run_1/class_map.png
Fill, decap, tap and diode cells in grey.
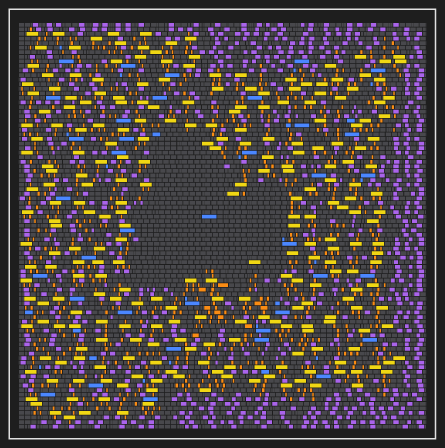
run_1/closeup.png
The bar under the picture is 20 um long. Window x 38 to 88, y 39 to 89 um. Cells in grey, sequential cells in the stronger grey; small squares are vias.
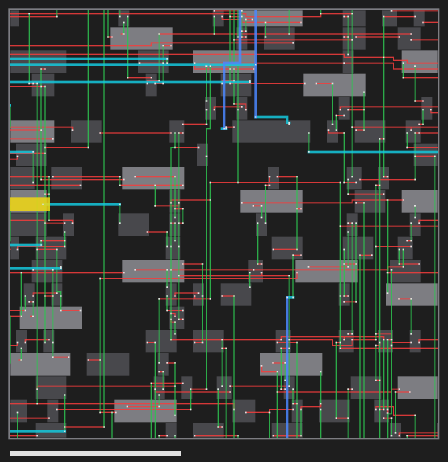
run_1/route_heat.png
The bar under the picture is 100 um long. The die is cut into 25 by 26 equal tiles; black is low, pale yellow is high, scaled to the fullest tile. Values are wire area over tile area, all layers added.
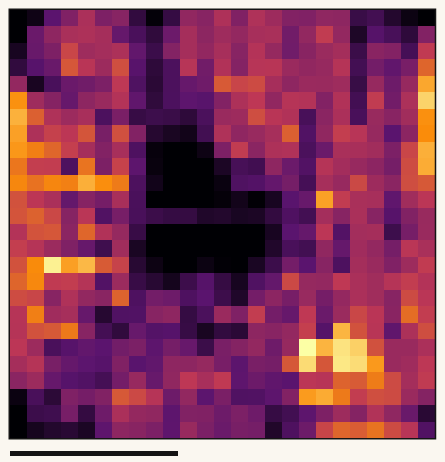
run_1/ff_map.png
Other sequential cells in the stronger grey, the rest of the logic in the fainter grey.
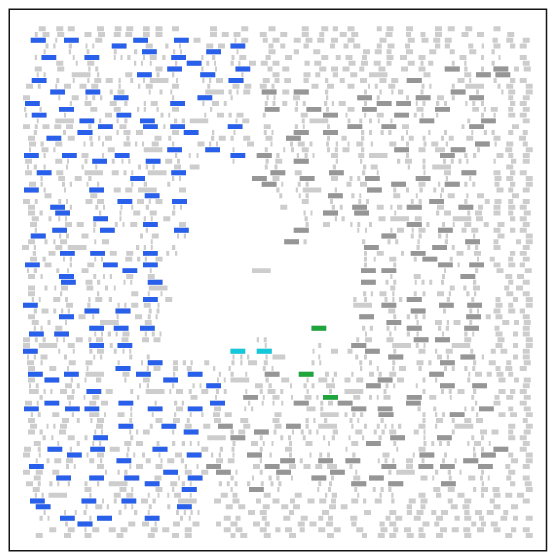
File: config.mk
export PLATFORM = sky130hd
export DESIGN_NAME = gru_sequence_ctrl
export DESIGN_NICKNAME = d
export VERILOG_FILES = /design/src/rtl/gru_seq_pkg.sv /design/src/rtl/gru_sequence_ctrl.sv
export SDC_FILE = /design/constraint.sdc
export NUM_CORES = 1
export LEC_CHECK = 0
export ABC_AREA = 1
export CELL_PAD_IN_SITES_DETAIL_PLACEMENT = 2
export CELL_PAD_IN_SITES_GLOBAL_PLACEMENT = 2
export CORE_AREA = 5 5 248 250
export CTS_CLUSTER_SIZE = 16
export DETAILED_ROUTE_END_ITERATION = 16
export DIE_AREA = 0 0 253 255
export GPL_TIMING_DRIVEN = 0
export PLACE_DENSITY_LB_ADDON = 0.1
export SYNTH_ARGS = -nofsm -noshare
export SYNTH_HDL_FRONTEND = slang
export SYNTH_SLANG_ARGS = --single-unit
File: constraint.sdc
create_clock -name clk -period 4.4 [get_ports clk]
set_clock_uncertainty 0.2 [all_clocks]
set_input_delay 0.88 -clock clk [delete_from_list [all_inputs] [get_ports clk]]
set_output_delay 0.88 -clock clk [all_outputs]
set_load 0.01 [all_outputs]
File: src/rtl/gru_seq_pkg.sv
// Shared types and helpers for the GRU sequence controller.
package gru_seq_pkg;

    // Default fixed-point data width used by the element typedef.
    localparam int GRU_WIDTH = 16;

    // Signed fixed-point vector element.
    typedef logic signed [GRU_WIDTH-1:0] gru_fx_t;

    // Controller state encoding.
    typedef enum logic [1:0] {
        ST_IDLE = 2'd0,
        ST_WAIT = 2'd1,
        ST_EMIT = 2'd2
    } gru_seq_state_e;

    // Width of a counter that must hold 0..seq_len inclusive.
    function automatic int step_cnt_w(input int seq_len);
        return (seq_len < 1) ? 1 : $clog2(seq_len + 1);
    endfunction

endpackage

File: src/rtl/gru_sequence_ctrl.sv
// GRU time-sequencer: accepts one x_t per step, presents x_t and h_{t-1} to an
// external GRU cell, captures h_t after the cell latency and feeds it back.
// Emits the final hidden state of each sequence downstream.
// Build option: define GRU_SEQ_RETURN_SEQUENCES_EN to emit every h_t instead
// of only the last one (out_last still marks the final step).
module gru_sequence_ctrl
    import gru_seq_pkg::*;
#(
    parameter int WIDTH        = 16,
    parameter int NFRAC        = 12,
    parameter int X_SIZE       = 8,
    parameter int H_SIZE       = 8,
    parameter int SEQ_LEN      = 4,
    parameter int CELL_LATENCY = 2
) (
    input  logic                              clk,
    input  logic                              reset,
    input  logic                              in_valid,
    output logic                              in_ready,
    input  logic signed [WIDTH-1:0]           in_x        [0:X_SIZE-1],
    output logic signed [WIDTH-1:0]           cell_x      [0:X_SIZE-1],
    output logic signed [WIDTH-1:0]           cell_h_prev [0:H_SIZE-1],
    input  logic signed [WIDTH-1:0]           cell_h      [0:H_SIZE-1],
    output logic                              out_valid,
    input  logic                              out_ready,
    output logic signed [WIDTH-1:0]           out_h       [0:H_SIZE-1],
    output logic                              out_last,
    output logic [step_cnt_w(SEQ_LEN)-1:0]    seq_step
);

    localparam int SW    = step_cnt_w(SEQ_LEN);
    localparam int LAT_W = (CELL_LATENCY < 1) ? 1 : $clog2(CELL_LATENCY + 1);

    localparam logic [1:0] S_IDLE = ST_IDLE;
    localparam logic [1:0] S_WAIT = ST_WAIT;
    localparam logic [1:0] S_EMIT = ST_EMIT;

    // Elaboration-time sanity checks on the configuration.
    if (SEQ_LEN < 1) begin : g_seq_len_chk
        $error("gru_sequence_ctrl: SEQ_LEN must be >= 1");
    end
    if (CELL_LATENCY < 0) begin : g_lat_chk
        $error("gru_sequence_ctrl: CELL_LATENCY must be >= 0");
    end
    if (NFRAC < 0 || NFRAC >= WIDTH) begin : g_nfrac_chk
        $error("gru_sequence_ctrl: NFRAC must lie in [0, WIDTH)");
    end

    logic [1:0]             state_q, state_d;
    logic [LAT_W-1:0]       lat_cnt_q;
    logic [SW-1:0]          seq_step_q;
    logic signed [WIDTH-1:0] x_reg [0:X_SIZE-1];
    logic signed [WIDTH-1:0] h_reg [0:H_SIZE-1];

    logic          accept;
    logic          capture;
    logic          emit_done;
    logic          at_final;
    logic          seq_done;
    logic [SW-1:0] step_next;

    assign accept    = (state_q == S_IDLE) && in_valid;
    assign capture   = (state_q == S_WAIT) && (lat_cnt_q == '0);
    assign emit_done = (state_q == S_EMIT) && out_ready;
    assign at_final  = (seq_step_q == SW'(SEQ_LEN));
    assign seq_done  = emit_done && at_final;
    assign step_next = seq_step_q + SW'(1);

    // Next-state decode for the IDLE -> WAIT -> (EMIT) -> IDLE loop.
    always_comb begin
        state_d = state_q;
        case (state_q)
            S_IDLE: begin
                if (in_valid) state_d = S_WAIT;
            end
            S_WAIT: begin
                if (lat_cnt_q == '0) begin
`ifdef GRU_SEQ_RETURN_SEQUENCES_EN
                    state_d = S_EMIT;
`else
                    state_d = (step_next == SW'(SEQ_LEN)) ? S_EMIT : S_IDLE;
`endif
                end
            end
            S_EMIT: begin
                if (out_ready) state_d = S_IDLE;
            end
            default: state_d = S_IDLE;
        endcase
    end

    // Control registers: state, cell-latency countdown and step counter.
    always_ff @(posedge clk) begin
        if (reset) begin
            state_q    <= S_IDLE;
            lat_cnt_q  <= '0;
            seq_step_q <= '0;
        end else begin
            state_q <= state_d;
            if (accept) begin
                lat_cnt_q <= LAT_W'(CELL_LATENCY);
            end else if ((state_q == S_WAIT) && (lat_cnt_q != '0)) begin
                lat_cnt_q <= lat_cnt_q - LAT_W'(1);
            end
            if (capture) begin
                seq_step_q <= step_next;
            end else if (seq_done) begin
                seq_step_q <= '0;
            end
        end
    end

    // Data registers: x_t held for the cell, h_t captured and fed back;
    // the hidden state returns to zero once a sequence has been delivered.
    always_ff @(posedge clk) begin
        if (reset) begin
            x_reg <= '{default: '0};
            h_reg <= '{default: '0};
        end else begin
            if (accept) begin
                x_reg <= in_x;
            end
            if (capture) begin
                h_reg <= cell_h;
            end else if (seq_done) begin
                h_reg <= '{default: '0};
            end
        end
    end

    assign in_ready    = (state_q == S_IDLE);
    assign out_valid   = (state_q == S_EMIT);
    assign out_last    = out_valid && at_final;
    assign out_h       = h_reg;
    assign cell_x      = x_reg;
    assign cell_h_prev = h_reg;
    assign seq_step    = seq_step_q;

endmodule
==> impl_metrics.env, run 1 <==
# flow metrics
export IMPL_critPathSlowestCell="clkdlybuf4s50_1"
export IMPL_p_clk_share_pct=40.9
export IMPL_mostFrequentLayoutCell="clkdlybuf4s50_1"
export IMPL_routed_via_density=4.13
export IMPL_globalplace_congestion=0.782
export IMPL_r2r_start="seq_step[0]"
export IMPL_drv_slew=0
export IMPL_netlist_area_sq_um=10400
export IMPL_r2r_cells=9
export IMPL_clk_path_buf_depth=3
export IMPL_ir_drop_mv=0.260
export IMPL_comb_cells=804
export IMPL_min_from="lat_cnt_q[0]"
export IMPL_fa_ha_area_share_pct=0.482
export IMPL_drv_cap=0
export IMPL_pin_count=650
export IMPL_area_leaders="dfxtp_1 51%, buf_4 11%, nor2_1 9.3%"
export IMPL_firstDrtPassIters=5
export IMPL_dpl_cell_area_sq_um=17800
export IMPL_p_seq_share_pct=39.2
export IMPL_yosys_area_share_aoi_pct=12.7
export IMPL_fin_setup_tns_ns=0
export IMPL_numSynthFlops=263
export IMPL_crit_path_end_kind="output port"
export IMPL_power_density_nw_per_um2=359
export IMPL_crit_chain="inv_1, ha_1, nand2_1, nor3_1, clkdlybuf4s50_1"
export IMPL_tapCellCount=773
export IMPL_diodes=13
export IMPL_worst_setup_path_type="reg -> out"
export IMPL_initial_utilization_pct=17.7
export IMPL_clock_fmax_mhz=325
export IMPL_tool_warnings=27
export IMPL_min_period_ns=3.08
export IMPL_drive_above_1_share_pct=11.9
export IMPL_status="completed"
export IMPL_post_cts_resized=0
export IMPL_comb_cell_power_mw=1.35
export IMPL_yosysWarnings=0
export IMPL_grt_pass1_wl_mm=84.1
export IMPL_place_inst=2731
export IMPL_hold_end="lat_cnt_q[0]"
export IMPL_worstSetupStartpointType="register"
export IMPL_die_area_sq_um=64500
export IMPL_clock_area_share_pct=5.78
export IMPL_cts_root_buf="clkbuf_16"
export IMPL_layout_setup_ws_ns=1.32
export IMPL_clk_power_mw=2.79
export IMPL_relSlewSlack_pct=52.1
export IMPL_clk_pin_slew_ns=0.05
export IMPL_hold_buffers=0
export IMPL_largestClassByArea="non-clock buffers"
export IMPL_die_width_um=253
export IMPL_hold_viol=0
export IMPL_power_total_mw=6.81
export IMPL_nNetsFinal=2260
export IMPL_switching_share_pct=27.2
export IMPL_worstPathMaxFanout=4
export IMPL_fillCellCount=6676
export IMPL_endpoint="out_last"
export IMPL_syn_inst=1310
export IMPL_wire_per_inst_um=21.2
export IMPL_worstMarginPinSlew_ns=0.718
export IMPL_edf_count=0
export IMPL_cts_sinks=263
export IMPL_dr_first_iter_drc_count=248
export IMPL_postCtsSetupBuffers=0
export IMPL_async_reset_ff_share_pct=0
export IMPL_synth_avg_cell_area_sq_um=7.92
export IMPL_cts_htree_levels=2
export IMPL_power_net_switching_mw=1.85
export IMPL_grt_max_degree=11
## Picture notes: class_map.png
legend:
  remaining buffers and delay cells:
    colour: purple
    cells: 876
    share_of_their_area: 44%
  clock drivers and dummy loads:
    colour: blue
    cells: 62
    share_of_their_area: 6.1%
  remaining logic cells:
    colour: orange
    cells: 819
    share_of_their_area: 20%
  sequential cells:
    colour: yellow
    cells: 263
    share_of_their_area: 29%
cell row count: 89
Core Area: 58800 sq um
Seq area share: 27.8%
Finished Cell Area: 19000 sq um

## Picture notes: closeup.png
legend:
  M2:
    colour: green
  M4:
    colour: blue
  M5:
    colour: yellow
  M1:
    colour: red
  M3:
    colour: cyan
most frequent: nor2_1 (31), clkdlybuf4s50_1 (25), dfxtp_1 (18)
netlist names of flops here include: cell_x (18)
cells with their middle in the window: 103
sequential cells in the window: 18

## Picture notes: route_heat.png
emptiest ninth of the die: centre
tiles over half the peak: 19%
nearly empty tiles: 6.0%
fullest tile: 0.44
Detailed Route WL: 59.4 mm
DR vias: 11600
GRT Util Overall: 17.4%

## Picture notes: ff_map.png
legend:
  seq_step:
    colour: green
    flops: 3
  cell_x:
    colour: blue
    flops: 128
  lat_cnt_q:
    colour: cyan
    flops: 2
not coloured: 130
Seq. cell area: 5270 sq um
Seq group: 2.67 mW
Core Util, Final: 32.2%

run 1: per-layer routing:
layer / up-vias / wire length (um) / track usage (%) / share of wire, %
met3: 93 / 5780 / 7.58 / 9.7
met1: 5536 / 21600 / 18.3 / 36
met5: - / 212 / 0 / 0.36
met2: 384 / 30500 / 31.7 / 51
li1: 5544 / - / - / -
met4: 34 / 1260 / 4.74 / 2.1
run 1: critical path, delay by kind of cell (launching register included):
kind	cells	cell delay (ns)
fa+ha+maj	1	0.15
simple gates	2	0.25
flops	1	0.33
buf+inv	2	0.74
run 1: sequential cells by signal (all words and copies together) (netlist names):
| register | count |
|---|---|
| state_q | 2 |
| seq_step | 3 |
| lat_cnt_q | 2 |
| cell_h_prev | 128 |
| cell_x | 128 |
## Run 2: what changed since run 1
- CORE_AREA: 5 5 248 250 -> unset
- CORE_MARGIN: unset -> 5
- CORE_UTILIZATION: unset -> 17
- DIE_AREA: 0 0 253 255 -> unset
- clock period: 4.4 -> 2.7 ns (I/O delays scaled with it)
run_2/placed.png
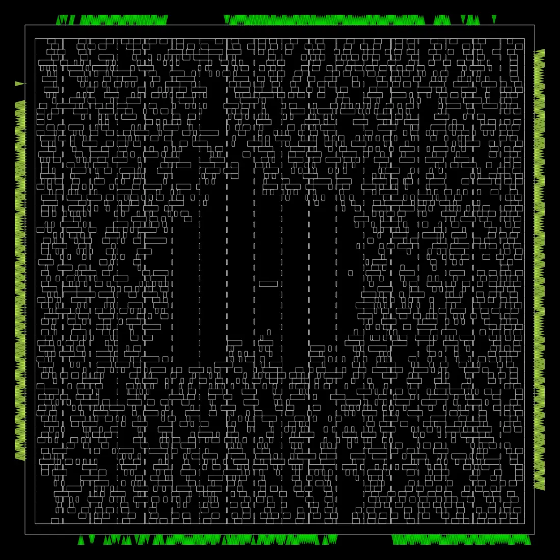
tap cells: 782
Core Util, Final: 31.4%

==> run 2 against run 1 <==
Against the previous run: die area grew 2.4%; non-clock buffer count unchanged; register-to-register slack got worse by 1.7 ns; final cell count is 0.21% higher; clock power rose by 65%; critical path type unchanged.
==> impl_metrics.env, run 2 <==
# flow metrics
export IMPL_crit_path_end_kind="output port"
export IMPL_clk_path_buf_depth=3
export IMPL_path_depth=3
export IMPL_dr_first_iter_drc_count=245
export IMPL_netlist_area_sq_um=10400
export IMPL_power_net_switching_mw=2.96
export IMPL_r2r_cells=9
export IMPL_vias=11600
export IMPL_dr_max_layer_used="met5"
export IMPL_die_width_um=257
export IMPL_place_inst=2740
export IMPL_switching_share_pct=26.5
export IMPL_use_met2_pct=31.4
export IMPL_clk_pin_slew_ns=0.06
export IMPL_diodes=12
export IMPL_r2r_start="seq_step[0]"
export IMPL_cts_root_buf="clkbuf_16"
export IMPL_wl_met1_mm=20.8
export IMPL_drv_slew=0
export IMPL_critPathSlowestCell="clkdlybuf4s50_1"
export IMPL_status="completed"
export IMPL_ir_drop_mv=0.326
export IMPL_clock_fmax_mhz=401
export IMPL_seq_area_sq_um=5270
export IMPL_met1_usage_pct=17.3
export IMPL_relSlewSlack_pct=49.1
export IMPL_worst_setup_path_type="reg -> out"
export IMPL_mostFrequentLayoutCell="clkdlybuf4s50_1"
export IMPL_endpoint="out_valid"
export IMPL_wire_per_inst_um=20.9
export IMPL_grtUsageTotal_pct=17.0
export IMPL_crit_family="buffers and inverters"
export IMPL_min_period_ns=2.49
export IMPL_largestClassByArea="non-clock buffers"
export IMPL_core_sq_um=60500
export IMPL_comb_cells=804
export IMPL_crit_chain="inv_2, nor2_4, clkdlybuf4s50_1"
export IMPL_async_reset_ff_share_pct=0
export IMPL_postCtsSetupBuffers=0
export IMPL_synth_avg_cell_area_sq_um=7.92
export IMPL_worstSetupStartpointType="register"
export IMPL_worstPathMaxFanout=6
export IMPL_power_density_nw_per_um2=587
export IMPL_clock_area_share_pct=5.93
export IMPL_globalplace_congestion=0.779
export IMPL_fillCellCount=6867
export IMPL_totalWireLength_mm=58.9
export IMPL_hold_viol=0
export IMPL_grt_pass1_wl_mm=85.2
export IMPL_post_cts_resized=1
export IMPL_p_seq_mw=4.36
export IMPL_firstDrtPassIters=4
export IMPL_yosys_area_share_aoi_pct=12.7
export IMPL_wl_met3_mm=6.09
export IMPL_worstMarginPinSlew_ns=0.764
export IMPL_grt_busiest_layer="met2"
export IMPL_tool_warnings=27
export IMPL_hold_buffers=0
export IMPL_fin_setup_tns_ns=0
export IMPL_numSynthFlops=263
export IMPL_routed_via_density=4.12
export IMPL_power_total_mw=11.2
run_2/class_map.png
Fill, decap, tap and diode cells in grey.
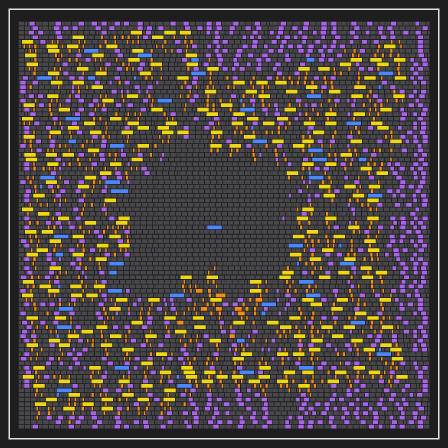
legend:
  remaining logic cells:
    colour: orange
    cells: 819
    share_of_their_area: 20%
  clock drivers and dummy loads:
    colour: blue
    cells: 60
    share_of_their_area: 6.3%
  remaining buffers and delay cells:
    colour: purple
    cells: 876
    share_of_their_area: 44%
  sequential cells:
    colour: yellow
    cells: 263
    share_of_their_area: 29%
Finished Cell Area: 19000 sq um
Seq area share: 27.7%
cell row count: 90

==> run 2: cell counts after synthesis <==
No cell type changed its count.
==> run 2: worst register-to-register path, cell delays in order (launching register included) <==
cell	delay, ns
dfxtp_1	0.38
inv_1	0.07
ha_1	0.20
nand2_1	0.11
inv_1	0.06
nand3_2	0.12
buf_4	0.24
buf_2	0.26
nand3_1	0.11
a21oi_1	0.17
==> run 2: how the worst min path moves through the flow <==
stage / from / end
4_1_cts: lat_cnt_q[0] / lat_cnt_q[0]
6_report: lat_cnt_q[0] / lat_cnt_q[0]
5_1_grt: lat_cnt_q[0] / lat_cnt_q[0]
3_3_place_gp: lat_cnt_q[0] / lat_cnt_q[0]
2_1_floorplan: lat_cnt_q[0] / lat_cnt_q[0]
3_5_place_dp: lat_cnt_q[0] / lat_cnt_q[0]
## Run 3: what changed since run 2
- SETUP_SLACK_MARGIN: unset -> 0.4
run_3/ff_map.png
Other sequential cells in the stronger grey, the rest of the logic in the fainter grey.
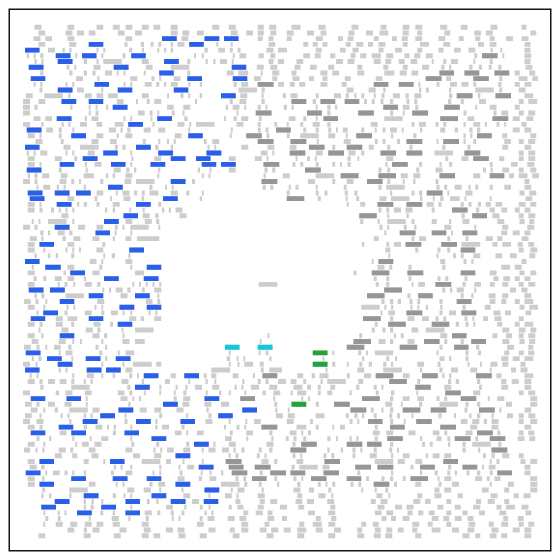
Seq group: 4.36 mW
Seq area share: 28.4%
Seq. cell area: 5430 sq um

==> run 3 against run 2 <==
Against the previous run: via count about the same; sequential power about the same; fmax increased by 11%; sequential share of layout area increased by 0.69 points; routed wire length up 0.20%; synthesized cell count is the same; largest cell class unchanged; highest routed layer unchanged.
==> impl_metrics.env, run 3 <==
# flow metrics
export IMPL_worstPathMaxFanout=3
export IMPL_worst_setup_path_type="reg -> out"
export IMPL_r2r_cells=9
export IMPL_dr_first_iter_drc_count=219
export IMPL_grtUsageTotal_pct=17.0
export IMPL_worstSetupStartpointType="register"
export IMPL_post_cts_resized=203
export IMPL_comb_cell_power_mw=2.14
export IMPL_endpoint="out_h[27]"
export IMPL_pin_count=650
export IMPL_totalWireLength_mm=59.0
export IMPL_syn_inst=1310
export IMPL_grt_max_degree=12
export IMPL_grt_pass1_wl_mm=85.3
export IMPL_status="completed"
export IMPL_crit_chain="buf_4, clkdlybuf4s50_1"
export IMPL_critPathSlowestCell="clkdlybuf4s50_1"
export IMPL_edf_count=0
export IMPL_area_leaders="dfxtp_1 51%, buf_4 11%, nor2_1 9.3%"
export IMPL_dr_max_layer_used="met5"
export IMPL_core_sq_um=60500
export IMPL_cts_sinks=263
export IMPL_p_seq_share_pct=39.3
export IMPL_mostFrequentLayoutCell="clkdlybuf4s50_1"
export IMPL_crit_family="buffers and inverters"
export IMPL_fa_ha_area_share_pct=0.482
export IMPL_netlist_area_sq_um=10400
export IMPL_power_net_switching_mw=2.95
export IMPL_drive_above_1_share_pct=16.6
export IMPL_drv_cap=0
export IMPL_cts_htree_levels=2
export IMPL_yosys_area_share_aoi_pct=12.7
export IMPL_vias=11600
export IMPL_hold_viol=0
export IMPL_nNetsFinal=2259
export IMPL_clk_power_mw=4.60
export IMPL_ir_drop_mv=0.325
export IMPL_power_density_nw_per_um2=581
export IMPL_hold_buffers=0
export IMPL_drv_slew=0
export IMPL_worstMarginPinSlew_ns=0.756
export IMPL_use_met2_pct=31.4
export IMPL_r2r_start="seq_step[0]"
export IMPL_wl_met2_mm=30.6
export IMPL_path_depth=2
export IMPL_routed_via_density=4.12
export IMPL_dpl_cell_area_sq_um=17800
export IMPL_globalplace_congestion=0.779
export IMPL_crit_path_end_kind="output port"
export IMPL_numSynthFlops=263
export IMPL_async_reset_ff_share_pct=0
export IMPL_hold_end="lat_cnt_q[0]"
export IMPL_grt_busiest_layer="met2"
export IMPL_met1_usage_pct=17.3
export IMPL_wire_per_inst_um=21.0
export IMPL_firstDrtPassIters=4
export IMPL_power_total_mw=11.1
export IMPL_min_period_ns=2.25
export IMPL_clock_fmax_mhz=444
export IMPL_clk_pin_slew_ns=0.06
export IMPL_rows=90
export IMPL_clk_path_buf_depth=3
export IMPL_initial_utilization_pct=17.2
export IMPL_min_from="lat_cnt_q[0]"
export IMPL_synth_avg_cell_area_sq_um=7.92
export IMPL_yosysWarnings=0
export IMPL_worst_path_buf_inv=2
run_3/placed.png
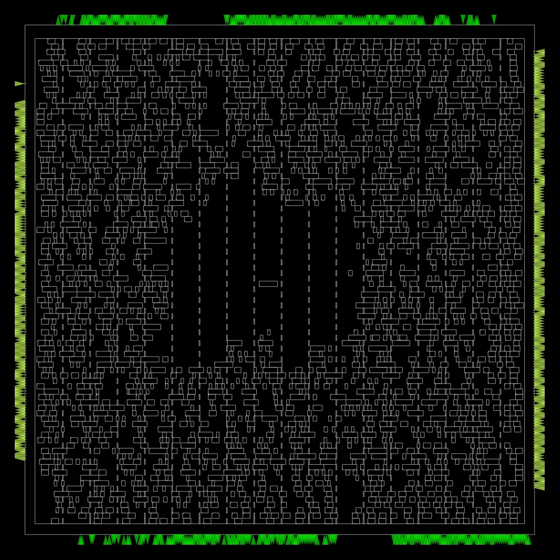
seq_cells: 263
Core Util, Final: 31.6%
post-route non-filler standard cell count: 2813

run 3: cell count changes in the layout (fill, tap and decap cells not counted), moves of 19 or more:
cell and delta:
clkdlybuf4s50_1 -118, dfxtp_1 -92, dlygate4sd2_1 +91, dfxtp_2 +73, dlymetal6s2s_1 +25, dfxtp_4 +19
run 3: cells by family (layout without fill, tap and decap cells):
family | Yosys count | count (layout)
AND-OR/OR-AND | 264 | 264
adder cells (fa/ha/maj) | 4 | 4
buffers and inverters | 243 | 951
flip-flops | 263 | 263
other | 0 | 13
AND/OR/NAND/NOR | 536 | 536
run 3: final cells by class:
class	count	share of cell area, %
repair buffers	648	33.6
clock inverters	5	0.275
inverters	15	0.295
well taps	782	5.12
flip-flops and latches	263	28.4
diodes	13	0.170
plain buffers	228	7.64
clock buffers	55	5.62
multi-input cells	804	18.8
No activity file was given, so power comes from the tool's default toggle rates.
